Fig. 1: logic cells by family
Drawn at 1.5 px/um.
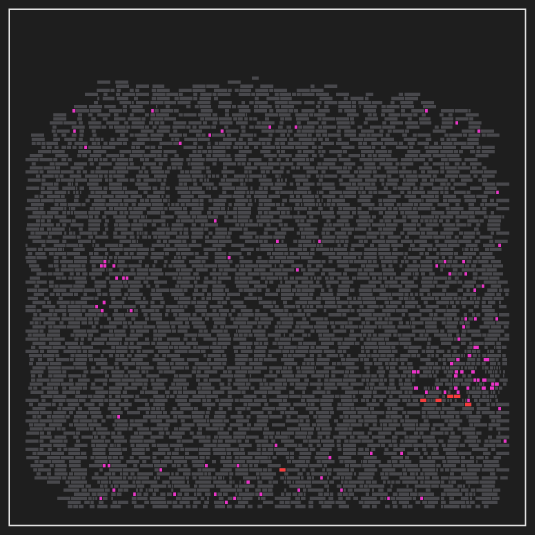
Fig. 2: port wiring
Drawn at 1 px/um.
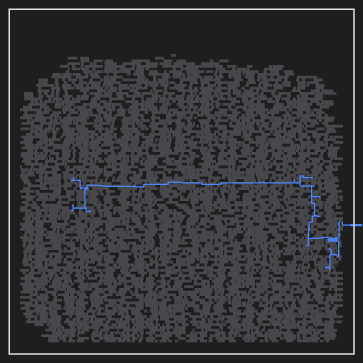
Fig. 3: cells by drive strength
Drawn at 1.5 px/um.
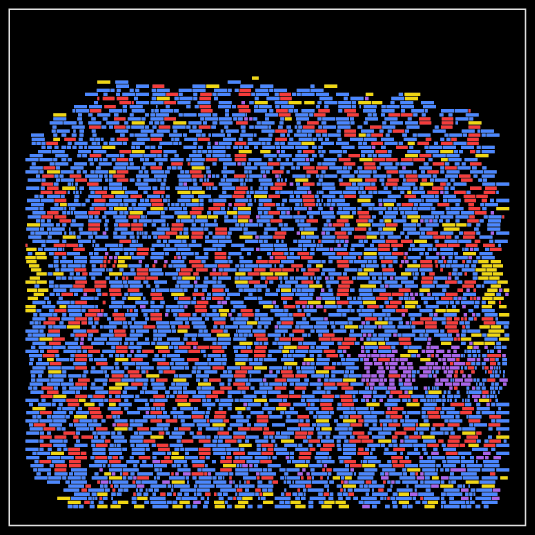
<file path="src/rtl/banco_registradores_escrita_pkg.sv">
// Shared definitions for the MIPS32 general-purpose register file.
// Provides the register count, default data/index widths, the hard-zero
// register index and the sweep controller state type.
package mips_regfile_pkg;

  localparam int REG_COUNT = 32;
  localparam int DATA_W = 32;
  localparam int ADDR_W = 5;
  localparam logic [4:0] ZERO_REG = 5'd0;

  typedef enum logic {
    IDLE,
    CLEAR
  } state_t;

endpackage

</file>
<file path="src/rtl/banco_registradores_escrita_fila_depuracao.sv">
// Parameterised synchronous FIFO used as the debug write queue.
// Ports:
//   clock, reset_n  rising-edge clock, asynchronous active-low reset
//   push, push_data write one entry (ignored when full)
//   pop             discard the head entry (ignored when empty)
//   full, empty     occupancy flags from the registered count
//   head            entry at the front of the queue
// DEPTH must be a power of two so the pointers wrap by overflow.
module fila_depuracao #(
  parameter int WIDTH = 37,
  parameter int DEPTH = 2
) (
  input  logic             clock,
  input  logic             reset_n,
  input  logic             push,
  input  logic [WIDTH-1:0] push_data,
  input  logic             pop,
  output logic             full,
  output logic             empty,
  output logic [WIDTH-1:0] head
);

  localparam int PTR_W = (DEPTH > 1) ? $clog2(DEPTH) : 1;
  localparam int CNT_W = PTR_W + 1;

  logic [WIDTH-1:0] mem [DEPTH];
  logic [PTR_W-1:0] wr_ptr;
  logic [PTR_W-1:0] rd_ptr;
  logic [CNT_W-1:0] count;
  logic             do_push;
  logic             do_pop;

  assign full    = (count == CNT_W'(DEPTH));
  assign empty   = (count == '0);
  assign head    = mem[rd_ptr];
  assign do_push = push & ~full;
  assign do_pop  = pop & ~empty;

  // Payload storage needs no reset: it is only observed when count > 0.
  always_ff @(posedge clock) begin
    if (do_push) mem[wr_ptr] <= push_data;
  end

  always_ff @(posedge clock or negedge reset_n) begin
    if (!reset_n) begin
      wr_ptr <= '0;
      rd_ptr <= '0;
      count  <= '0;
    end else begin
      if (do_push) wr_ptr <= wr_ptr + PTR_W'(1);
      if (do_pop)  rd_ptr <= rd_ptr + PTR_W'(1);
      case ({do_push, do_pop})
        2'b10:   count <= count + CNT_W'(1);
        2'b01:   count <= count - CNT_W'(1);
        default: count <= count;
      endcase
    end
  end

endmodule

</file>
<file path="src/rtl/banco_registradores_escrita.sv">
// Write side of the MIPS32 register file: 32x32 storage, writeback and
// debug-loader write ports, a software-triggered zero sweep of r1..r31,
// and two combinational read ports with write-through bypass.
// Ports:
//   clock, reset_n             clock, asynchronous active-low reset
//   wb_en, wb_rd, wb_data      pipeline writeback, one write per cycle
//   dbg_valid/dbg_ready,
//   dbg_rd, dbg_data           debug loader writes, queued (valid/ready)
//   clear_req                  pulse to start the zero sweep
//   busy                       sweep in progress, pipeline must stall
//   rs, rt / out_rs, out_rt    read indices and read data
//
// state | meaning
// IDLE  | normal operation: writeback or queued debug writes commit
// CLEAR | sweep writes 0 to register[idx], idx = 1..31, one per cycle
module banco_registradores_escrita #(
  parameter int DATA_W    = 32,
  parameter int ADDR_W    = 5,
  parameter int DBG_DEPTH = 2
) (
  input  logic              clock,
  input  logic              reset_n,
  input  logic              wb_en,
  input  logic [ADDR_W-1:0] wb_rd,
  input  logic [DATA_W-1:0] wb_data,
  input  logic              dbg_valid,
  output logic              dbg_ready,
  input  logic [ADDR_W-1:0] dbg_rd,
  input  logic [DATA_W-1:0] dbg_data,
  input  logic              clear_req,
  output logic              busy,
  input  logic [ADDR_W-1:0] rs,
  input  logic [ADDR_W-1:0] rt,
  output logic [DATA_W-1:0] out_rs,
  output logic [DATA_W-1:0] out_rt
);

  import mips_regfile_pkg::*;

  localparam int ENTRY_W = ADDR_W + DATA_W;
  localparam logic [ADDR_W-1:0] LAST_IDX = ADDR_W'(REG_COUNT - 1);

  state_t            state;
  logic [ADDR_W-1:0] idx;
  logic [DATA_W-1:0] regs [REG_COUNT];

  logic               idle;
  logic               q_push;
  logic               q_pop;
  logic               q_full;
  logic               q_empty;
  logic [ENTRY_W-1:0] q_head;
  logic [ADDR_W-1:0]  head_rd;
  logic [DATA_W-1:0]  head_data;

  logic              commit_en;
  logic [ADDR_W-1:0] commit_rd;
  logic [DATA_W-1:0] commit_data;

  assign idle      = (state == IDLE);
  assign busy      = ~idle;
  assign dbg_ready = idle & ~q_full;
  assign q_push    = dbg_valid & dbg_ready;
  // The queue head only gets the write port when writeback leaves it free.
  assign q_pop     = idle & ~wb_en & ~q_empty;
  assign {head_rd, head_data} = q_head;

  fila_depuracao #(
    .WIDTH (ENTRY_W),
    .DEPTH (DBG_DEPTH)
  ) u_fila (
    .clock     (clock),
    .reset_n   (reset_n),
    .push      (q_push),
    .push_data ({dbg_rd, dbg_data}),
    .pop       (q_pop),
    .full      (q_full),
    .empty     (q_empty),
    .head      (q_head)
  );

  // Writes to r0 still consume their slot (queue entry popped) but never
  // reach storage, so commit_en doubles as the bypass qualifier.
  always_comb begin
    commit_en   = 1'b0;
    commit_rd   = ZERO_REG;
    commit_data = '0;
    if (idle) begin
      if (wb_en) begin
        commit_en   = (wb_rd != ZERO_REG);
        commit_rd   = wb_rd;
        commit_data = wb_data;
      end else if (q_pop) begin
        commit_en   = (head_rd != ZERO_REG);
        commit_rd   = head_rd;
        commit_data = head_data;
      end
    end
  end

  always_ff @(posedge clock or negedge reset_n) begin
    if (!reset_n) begin
      for (int i = 0; i < REG_COUNT; i++) regs[i] <= '0;
    end else if (!idle) begin
      regs[idx] <= '0;
    end else if (commit_en) begin
      regs[commit_rd] <= commit_data;
    end
  end

  always_ff @(posedge clock or negedge reset_n) begin
    if (!reset_n) begin
      state <= IDLE;
      idx   <= ADDR_W'(1);
    end else begin
      case (state)
        IDLE: begin
          if (clear_req) state <= CLEAR;
        end
        CLEAR: begin
          if (idx == LAST_IDX) begin
            state <= IDLE;
            idx   <= ADDR_W'(1);
          end else begin
            idx <= idx + ADDR_W'(1);
          end
        end
        default: state <= IDLE;
      endcase
    end
  end

  // During the sweep reads show raw storage, possibly partially cleared.
  assign out_rs = (commit_en && (rs == commit_rd)) ? commit_data : regs[rs];
  assign out_rt = (commit_en && (rt == commit_rd)) ? commit_data : regs[rt];

  // Writeback while busy is lost; the pipeline is required to stall.
  wb_during_clear: assert property (@(posedge clock) disable iff (!reset_n)
                                    !(busy && wb_en));

endmodule

</file>
<file path="config.mk">
export PLATFORM = sky130hd
export DESIGN_NAME = banco_registradores_escrita
export DESIGN_NICKNAME = d
export VERILOG_FILES = /design/src/rtl/banco_registradores_escrita_pkg.sv /design/src/rtl/banco_registradores_escrita_fila_depuracao.sv /design/src/rtl/banco_registradores_escrita.sv
export SDC_FILE = /design/constraint.sdc
export NUM_CORES = 2
export LEC_CHECK = 0
export CORE_MARGIN = 10
export CORE_UTILIZATION = 55
export CTS_CLUSTER_SIZE = 12
export DETAILED_ROUTE_END_ITERATION = 10
export PLACE_DENSITY = 0.72
export SLEW_MARGIN = 15
export SYNTH_ARGS = -nofsm -noshare
export SYNTH_HDL_FRONTEND = slang
export SYNTH_HIERARCHICAL = 1
export SYNTH_SLANG_ARGS = --single-unit
</file>
<file path="constraint.sdc">
create_clock -name clock -period 5 [get_ports clock]
set_clock_uncertainty 0.05 [all_clocks]
set_input_delay 0.75 -clock clock [delete_from_list [all_inputs] [get_ports clock]]
set_output_delay 0.75 -clock clock [all_outputs]
set_load 0.1 [all_outputs]
</file>
==> flow_metrics.py <==
# Synthesis and PnR figures
metrics = {
    "status": {
        "status": "completed",
    },
    "global_routing": {
        "grt_pass1_wl_mm": 299,
        "grt_util_met1_pct": 47.0,
        "antenna_found_initial": 2,
        "grt_usage_pct": 34.4,
        "globalRouteMet3Util_pct": 15.8,
    },
    "power": {
        "power.total_w": 0.0231,
        "power_frac_seq_pct": 42.3,
    },
    "clock_tree": {
        "path_clk_slew_ps": 60,
        "cts_resized": 0,
    },
    "sta": {
        "fmax_ghz": 0.206,
        "finalClockPeriodUsage_pct": 97.1,
        "slew_violations": 0,
        "slew-limit-headroom_pct": 13.6,
    },
    "route": {
        "wl_met3_mm": 33.2,
        "antenna_left": 0,
        "met2_length_mm": 84.7,
        "drt_iter0_markers": 6579,
    },
    "synthesis": {
        "ys.flops": 1108,
        "synth-compound-area-share_pct": 17.7,
        "yosys-stat-area_um2": 57500,
        "top_cells_by_count": "1,033 x dfrtp_1, 992 x a22o_1, 540 x mux4_2",
        "synthTopLogicFamily": "multiplexers",
        "yosysUniqueCellTypes": 61,
    },
    "final_layout": {
        "buffers": 376,
        "largestClassByArea": "flip-flops and latches",
        "drive_gt1_share_pct": 30.7,
        "fin_area_um2": 65700,
        "flop_area_um2": 28100,
        "instances_no_fill": 5399,
        "inverters_excl_clock": 7,
    },
    "placement": {
        "dp_slack_ps": 624,
    },
    "setup_path": {
        "r2r_setup_slack_ps": 1100,
    },
    "die": {
        "taps": 1380,
        "boundaryPins": 155,
    },
}
Back to the opening pictures, Fig. 1:
- fa/ha/maj cells: red (cells 6; where south-east)
- and/or cells: magenta (cells 94; where widely spread)

Back to the opening pictures, Fig. 2:
- `busy`: blue (bits 1; direction output; edge east; end cells 1; buffers 2; wire 563 um)

Back to the opening pictures, Fig. 3:
- _3 and _4 cells: purple (cells 272; share 6.8%)
- _2 cells: red (cells 700; share 17%)
- _6 and larger: yellow (cells 260; share 6.5%)
- _0 and _1 cells: blue (cells 2,779; share 69%)

final timing paths:
check                                          start                    end  depth (start not counted)
max                        u_fila/rd_ptr$_DFFE_PN0P_             out_rs[31]                          9
min                                          reset_n         busy$_DFF_PN0_                          1
max reg2reg                u_fila/rd_ptr$_DFFE_PN0P_  regs[100]$_DFFE_PN0P_                          8
min reg2reg                    regs[994]$_DFFE_PN0P_  regs[994]$_DFFE_PN0P_                          1
max in group asynchronous                    reset_n  regs[600]$_DFFE_PN0P_                          2
min in group clock             regs[994]$_DFFE_PN0P_  regs[994]$_DFFE_PN0P_                          1
critical path: stages, from the launching register on:
cell and delay [ps]:
dfrtp_4 590, mux2_4 270, or3b_1 400, a21oi_4 280, xor2_1 100, or4_4 520
a21oi_4 140, buf_6 330, mux2i_1 400, buf_12 220
Power and IR drop assume default switching activity.
